## src/rtl/matvec_pkg.sv

```systemverilog
// Shared constants and types for the matrix-vector output requantiser.
package matvec_pkg;

  localparam int IN_W       = 28;
  localparam int OUT_W      = 14;
  localparam int VEC_LEN    = 8;
  localparam int FIFO_DEPTH = 8;

  // Element index width and the internal arithmetic width (one guard bit
  // above the input so the rounding addend can never overflow).
  localparam int ELEM_W    = $clog2(VEC_LEN);
  localparam int ACC_W     = IN_W + 1;
  localparam int SHIFT_W   = 5;
  localparam int MAX_SHIFT = 27;

  localparam int SAT_MAX = 8191;
  localparam int SAT_MIN = -8192;

  typedef struct packed {
    logic                    last;
    logic signed [OUT_W-1:0] data;
  } quant_entry_t;

  localparam int ENTRY_W = $bits(quant_entry_t);

  // Shift amounts above 27 would discard every magnitude bit; clamp them.
  function automatic logic [SHIFT_W-1:0] clamp_shift(input logic [SHIFT_W-1:0] sh);
    return (sh > SHIFT_W'(MAX_SHIFT)) ? SHIFT_W'(MAX_SHIFT) : sh;
  endfunction

endpackage

```

## src/rtl/matvec_fifo.sv

```systemverilog
// Synchronous first-word-fall-through FIFO with occupancy count.
// The head entry is presented combinationally whenever the FIFO is not
// empty; a write into an empty FIFO becomes visible on the following cycle.
module matvec_fifo #(
  parameter int WIDTH = 15,
  parameter int DEPTH = 8
) (
  input  logic                       clk,
  input  logic                       reset_n,
  input  logic                       wr_en,
  input  logic [WIDTH-1:0]           wr_data,
  input  logic                       rd_en,
  output logic [WIDTH-1:0]           rd_data,
  output logic                       empty,
  output logic [$clog2(DEPTH):0]     count
);

  localparam int PTR_W = $clog2(DEPTH);
  localparam int CNT_W = PTR_W + 1;

  logic [WIDTH-1:0] mem [DEPTH];

  logic [PTR_W-1:0] wr_ptr_q, wr_ptr_d;
  logic [PTR_W-1:0] rd_ptr_q, rd_ptr_d;
  logic [CNT_W-1:0] count_q, count_d;

  logic full;
  logic do_wr;
  logic do_rd;

  assign empty = (count_q == '0);
  assign full  = (count_q == CNT_W'(DEPTH));
  assign count = count_q;

  // A read frees the head slot in the same cycle, so a write is allowed
  // when full as long as a read happens alongside it.
  assign do_rd = rd_en && !empty;
  assign do_wr = wr_en && (!full || do_rd);

  // Head entry, forced to zero when nothing is stored.
  assign rd_data = empty ? '0 : mem[rd_ptr_q];

  // Next-state for pointers and occupancy.
  always_comb begin
    wr_ptr_d = wr_ptr_q;
    rd_ptr_d = rd_ptr_q;
    count_d  = count_q;
    if (do_wr) wr_ptr_d = wr_ptr_q + 1'b1;
    if (do_rd) rd_ptr_d = rd_ptr_q + 1'b1;
    case ({do_wr, do_rd})
      2'b10:   count_d = count_q + 1'b1;
      2'b01:   count_d = count_q - 1'b1;
      default: count_d = count_q;
    endcase
  end

  // Pointer and occupancy registers.
  always_ff @(posedge clk or negedge reset_n) begin
    if (!reset_n) begin
      wr_ptr_q <= '0;
      rd_ptr_q <= '0;
      count_q  <= '0;
    end else begin
      wr_ptr_q <= wr_ptr_d;
      rd_ptr_q <= rd_ptr_d;
      count_q  <= count_d;
    end
  end

  // Storage array write port.
  // NOTE: the storage array has no reset; the empty flag alone decides
  // whether its contents mean anything, so resetting it would only cost logic.
  always_ff @(posedge clk) begin
    if (do_wr) mem[wr_ptr_q] <= wr_data;
  end

endmodule

```

## src/rtl/matvec_out_quant.sv

```systemverilog
// Output requantiser for the 8x8 matrix-vector multiplier: rounds, shifts,
// saturates and optionally rectifies each 28-bit dot product to 14 bits,
// then buffers results in a FWFT FIFO tagged with an end-of-vector flag.
module matvec_out_quant
  import matvec_pkg::*;
#(
  parameter int DEPTH = FIFO_DEPTH
) (
  input  logic               clk,
  input  logic               reset_n,
  input  logic               in_valid,
  output logic               in_ready,
  input  logic [IN_W-1:0]    in_data,
  input  logic [4:0]         shift,
  input  logic               relu_en,
  output logic               out_valid,
  input  logic               out_ready,
  output logic [OUT_W-1:0]   out_data,
  output logic               out_last,
  input  logic               clear_flags,
  output logic               sat_flag
);

  localparam int CNT_W = $clog2(DEPTH) + 1;

  localparam logic signed [ACC_W-1:0] SAT_HI = ACC_W'(SAT_MAX);
  localparam logic signed [ACC_W-1:0] SAT_LO = ACC_W'(SAT_MIN);

  // Vector position and per-vector configuration.
  logic [ELEM_W-1:0]  elem_q, elem_d;
  logic [SHIFT_W-1:0] cfg_shift_q, cfg_shift_d;
  logic               cfg_relu_q, cfg_relu_d;

  // Stage-1 pipe register.
  logic               pipe_valid_q, pipe_valid_d;
  quant_entry_t       pipe_entry_q, pipe_entry_d;
  logic               pipe_sat_q, pipe_sat_d;

  // Sticky saturation flag and post-reset ready enable.
  logic               sat_flag_q, sat_flag_d;
  logic               ready_en_q, ready_en_d;

  // Datapath intermediates.
  logic                     accept;
  logic                     first_elem;
  logic                     last_elem;
  logic [SHIFT_W-1:0]       eff_shift;
  logic                     eff_relu;
  logic signed [ACC_W-1:0]  acc_in;
  logic signed [ACC_W-1:0]  round_add;
  logic signed [ACC_W-1:0]  rounded;
  logic signed [ACC_W-1:0]  shifted;
  logic signed [OUT_W-1:0]  quant;
  logic                     sat_hit;

  // FIFO interface.
  logic [CNT_W-1:0]   fifo_count;
  logic               fifo_empty;
  quant_entry_t       fifo_head;

  // Credit check: the pipe entry is already committed to the FIFO, so it
  // counts against free space. This guarantees the FIFO never overflows.
  assign in_ready = ready_en_q &&
                    ((fifo_count + CNT_W'(pipe_valid_q)) < CNT_W'(DEPTH));
  assign accept   = in_valid && in_ready;

  assign first_elem = (elem_q == '0);
  assign last_elem  = (elem_q == ELEM_W'(VEC_LEN - 1));

  // Element 0 uses the live config inputs, the rest of the vector uses the
  // values captured when element 0 was accepted.
  assign eff_shift = first_elem ? clamp_shift(shift) : cfg_shift_q;
  assign eff_relu  = first_elem ? relu_en : cfg_relu_q;

  // Round-half-up, arithmetic shift, saturate, then optional ReLU.
  // NOTE: every variable in a combinational block gets a value on every
  // path (defaults first); a missed branch would otherwise infer a latch.
  always_comb begin
    acc_in    = ACC_W'(signed'(in_data));
    round_add = '0;
    if (eff_shift != '0) round_add = ACC_W'(1) <<< (eff_shift - 1'b1);
    rounded   = acc_in + round_add;
    shifted   = rounded >>> eff_shift;
    sat_hit   = 1'b0;
    quant     = shifted[OUT_W-1:0];
    if (shifted > SAT_HI) begin
      quant   = SAT_HI[OUT_W-1:0];
      sat_hit = 1'b1;
    end else if (shifted < SAT_LO) begin
      quant   = SAT_LO[OUT_W-1:0];
      sat_hit = 1'b1;
    end
    if (eff_relu && quant[OUT_W-1]) quant = '0;
  end

  // Next-state for counter, config latch, pipe register and sticky flag.
  always_comb begin
    elem_d       = elem_q;
    cfg_shift_d  = cfg_shift_q;
    cfg_relu_d   = cfg_relu_q;
    pipe_valid_d = accept;
    pipe_entry_d = pipe_entry_q;
    pipe_sat_d   = accept && sat_hit;
    ready_en_d   = 1'b1;

    if (accept) begin
      elem_d            = last_elem ? '0 : elem_q + 1'b1;
      pipe_entry_d.last = last_elem;
      pipe_entry_d.data = quant;
      if (first_elem) begin
        cfg_shift_d = eff_shift;
        cfg_relu_d  = eff_relu;
      end
    end

    // Set has priority over clear so a saturation is never lost.
    sat_flag_d = sat_flag_q;
    if (clear_flags)                 sat_flag_d = 1'b0;
    if (pipe_valid_q && pipe_sat_q)  sat_flag_d = 1'b1;
  end

  // State registers.
  // NOTE: sequential state uses non-blocking assignments so every flop
  // samples its _d value from before the edge, independent of block order.
  always_ff @(posedge clk or negedge reset_n) begin
    if (!reset_n) begin
      elem_q       <= '0;
      cfg_shift_q  <= '0;
      cfg_relu_q   <= 1'b0;
      pipe_valid_q <= 1'b0;
      pipe_entry_q <= '0;
      pipe_sat_q   <= 1'b0;
      sat_flag_q   <= 1'b0;
      ready_en_q   <= 1'b0;
    end else begin
      elem_q       <= elem_d;
      cfg_shift_q  <= cfg_shift_d;
      cfg_relu_q   <= cfg_relu_d;
      pipe_valid_q <= pipe_valid_d;
      pipe_entry_q <= pipe_entry_d;
      pipe_sat_q   <= pipe_sat_d;
      sat_flag_q   <= sat_flag_d;
      ready_en_q   <= ready_en_d;
    end
  end

  matvec_fifo #(
    .WIDTH (ENTRY_W),
    .DEPTH (DEPTH)
  ) u_fifo (
    .clk     (clk),
    .reset_n (reset_n),
    .wr_en   (pipe_valid_q),
    .wr_data (pipe_entry_q),
    .rd_en   (out_ready),
    .rd_data (fifo_head),
    .empty   (fifo_empty),
    .count   (fifo_count)
  );

  assign out_valid = !fifo_empty;
  assign out_data  = fifo_head.data;
  assign out_last  = fifo_head.last;
  assign sat_flag  = sat_flag_q;

endmodule

```

## config.mk

```make
export PLATFORM = sky130hd
export DESIGN_NAME = matvec_out_quant
export DESIGN_NICKNAME = d
export VERILOG_FILES = /design/src/rtl/matvec_pkg.sv /design/src/rtl/matvec_fifo.sv /design/src/rtl/matvec_out_quant.sv
export SDC_FILE = /design/constraint.sdc
export NUM_CORES = 1
export LEC_CHECK = 0
export CAP_MARGIN = 25
export CELL_PAD_IN_SITES_DETAIL_PLACEMENT = 0
export CELL_PAD_IN_SITES_GLOBAL_PLACEMENT = 1
export CORE_ASPECT_RATIO = 0.9
export CORE_MARGIN = 1.5
export CORE_UTILIZATION = 35
export CTS_BUF_LIST = sky130_fd_sc_hd__clkbuf_2
export DETAILED_ROUTE_END_ITERATION = 7
export GPL_ROUTABILITY_DRIVEN = 0
export PLACE_DENSITY = 0.59
export SLEW_MARGIN = 25
export SYNTH_ARGS = -nofsm -noshare
export SYNTH_HDL_FRONTEND = slang
export SYNTH_SLANG_ARGS = --single-unit
```

## constraint.sdc

```tcl
create_clock -name clk -period 15.5 [get_ports clk]
set_input_delay 1.55 -clock clk [delete_from_list [all_inputs] [get_ports clk]]
set_output_delay 1.55 -clock clk [all_outputs]
set_load 0.03 [all_outputs]
```

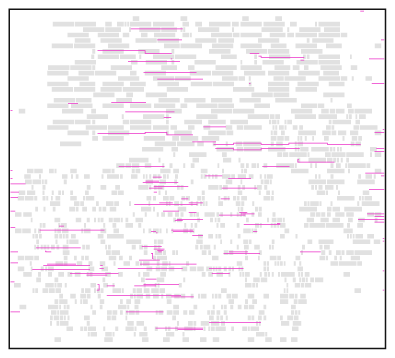
Figure 1: met3 routing.
Drawn at 2 px/um.
longest straight run: 36.8 um
share of all routed wire: 4.1%

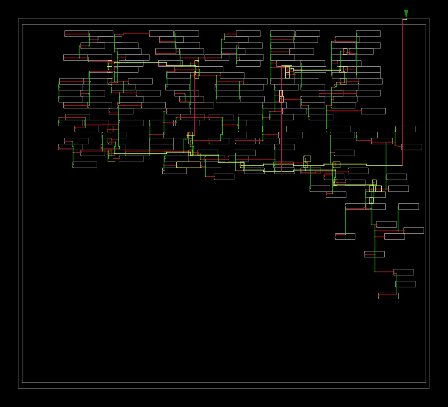
Figure 2: clock routing.
TritonCTS Buffers: 17
clock network power: 0.200 mW

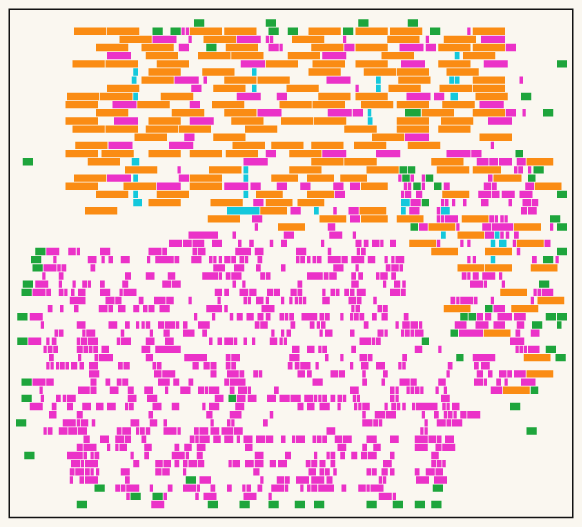
Figure 3: placed cells, one color a class.
Drawn at 3 px/um.
legend:
  flip-flops:
    color: orange
    cells: 158
    share_of_their_area: 40%
  clock drivers and dummy loads:
    color: cyan
    cells: 30
    share_of_their_area: 1.7%
  other buffers and delay cells:
    color: green
    cells: 75
    share_of_their_area: 6.2%
  all other logic:
    color: magenta
    cells: 822
    share_of_their_area: 52%

==> changes_impl.md <==
## Flow update

* Count of library flops with an enable pin at between 100 and 150
* Post-layout min period at between 8 and 9 ns
* DRT iter0 DRCs at approximately 750
* Top flop regs: u_fifo.mem (120), pipe_entry_q (15), cfg_shift_q (5)
* Register-to-Register Path Depth at 21
* Number of flip-flops in the largest register at 120
* Fin Setup TNS at 0 ns
* Crit path cell chain: clkdlybuf4s50_1 -> a21boi_0 -> mux2_2 -> nor2_1 -> nand2_1 -> nor2_1 -> ha_1 -> nand2_1 -> o21ai_0 -> mux2_2 -> a221oi_1 -> a21oi_1 -> a2111oi_2 -> and3_1 -> nor3_1 -> nor4b_2 -> a211oi_2 -> a211oi_2 -> a221o_1
* Clk ins delay skew pair at 0.72 ns
* Yosys top cell by area: edfxtp_1
* Wire length on met2 at 13.69 mm
* H-tree depth at 4
* Top Layer Used: met4
* Die W at about 190 um
* Clk sinks at 158
* Fill cells at 2959
* Sequential cell area at 4557 sq um
* CTS tree: done
* Reg-to-reg endpoint: pipe_entry_q[5]
* Most frequent logic cell in the layout: nand2_1
* Mux share at 0.1164
* Max-Cap Viols at 0
* WL per Instance at between 20 and 25 um
* MI comb cells at about 800
* M2 GR Usage at 0.3013
* Final setup vio count at 0
* CP required at around 16 ns
* Final instance area at ~12000 sq um
* Io pins at about 57
* Most numerous cell in the Yosys netlist: nand2_1
* Outcome: complete, no violations
* Syn Nets at ~1100
* Hold Crit Start: pipe_sat_q
* Nets at roughly 1200
* Top cells by area: edfxtp_1 34%, dfrtp_1 8.9%, mux4_2 6.3%
* Most flop-heavy register: u_fifo.mem
* Largest net degree at the start of global routing at 39
* Flops at 158
* Row cnt at approximately 60
* Crit Path Category: in -> reg
* Buffers added on ports at 56
* CTS Hold Bufs at 0
* Diode count at 1
* Worst slew pin tran at 1.024 ns
* Period utilization at 0.5205
* CTS resizes at 0
No activity file was given, so power comes from the tool's default toggle rates.
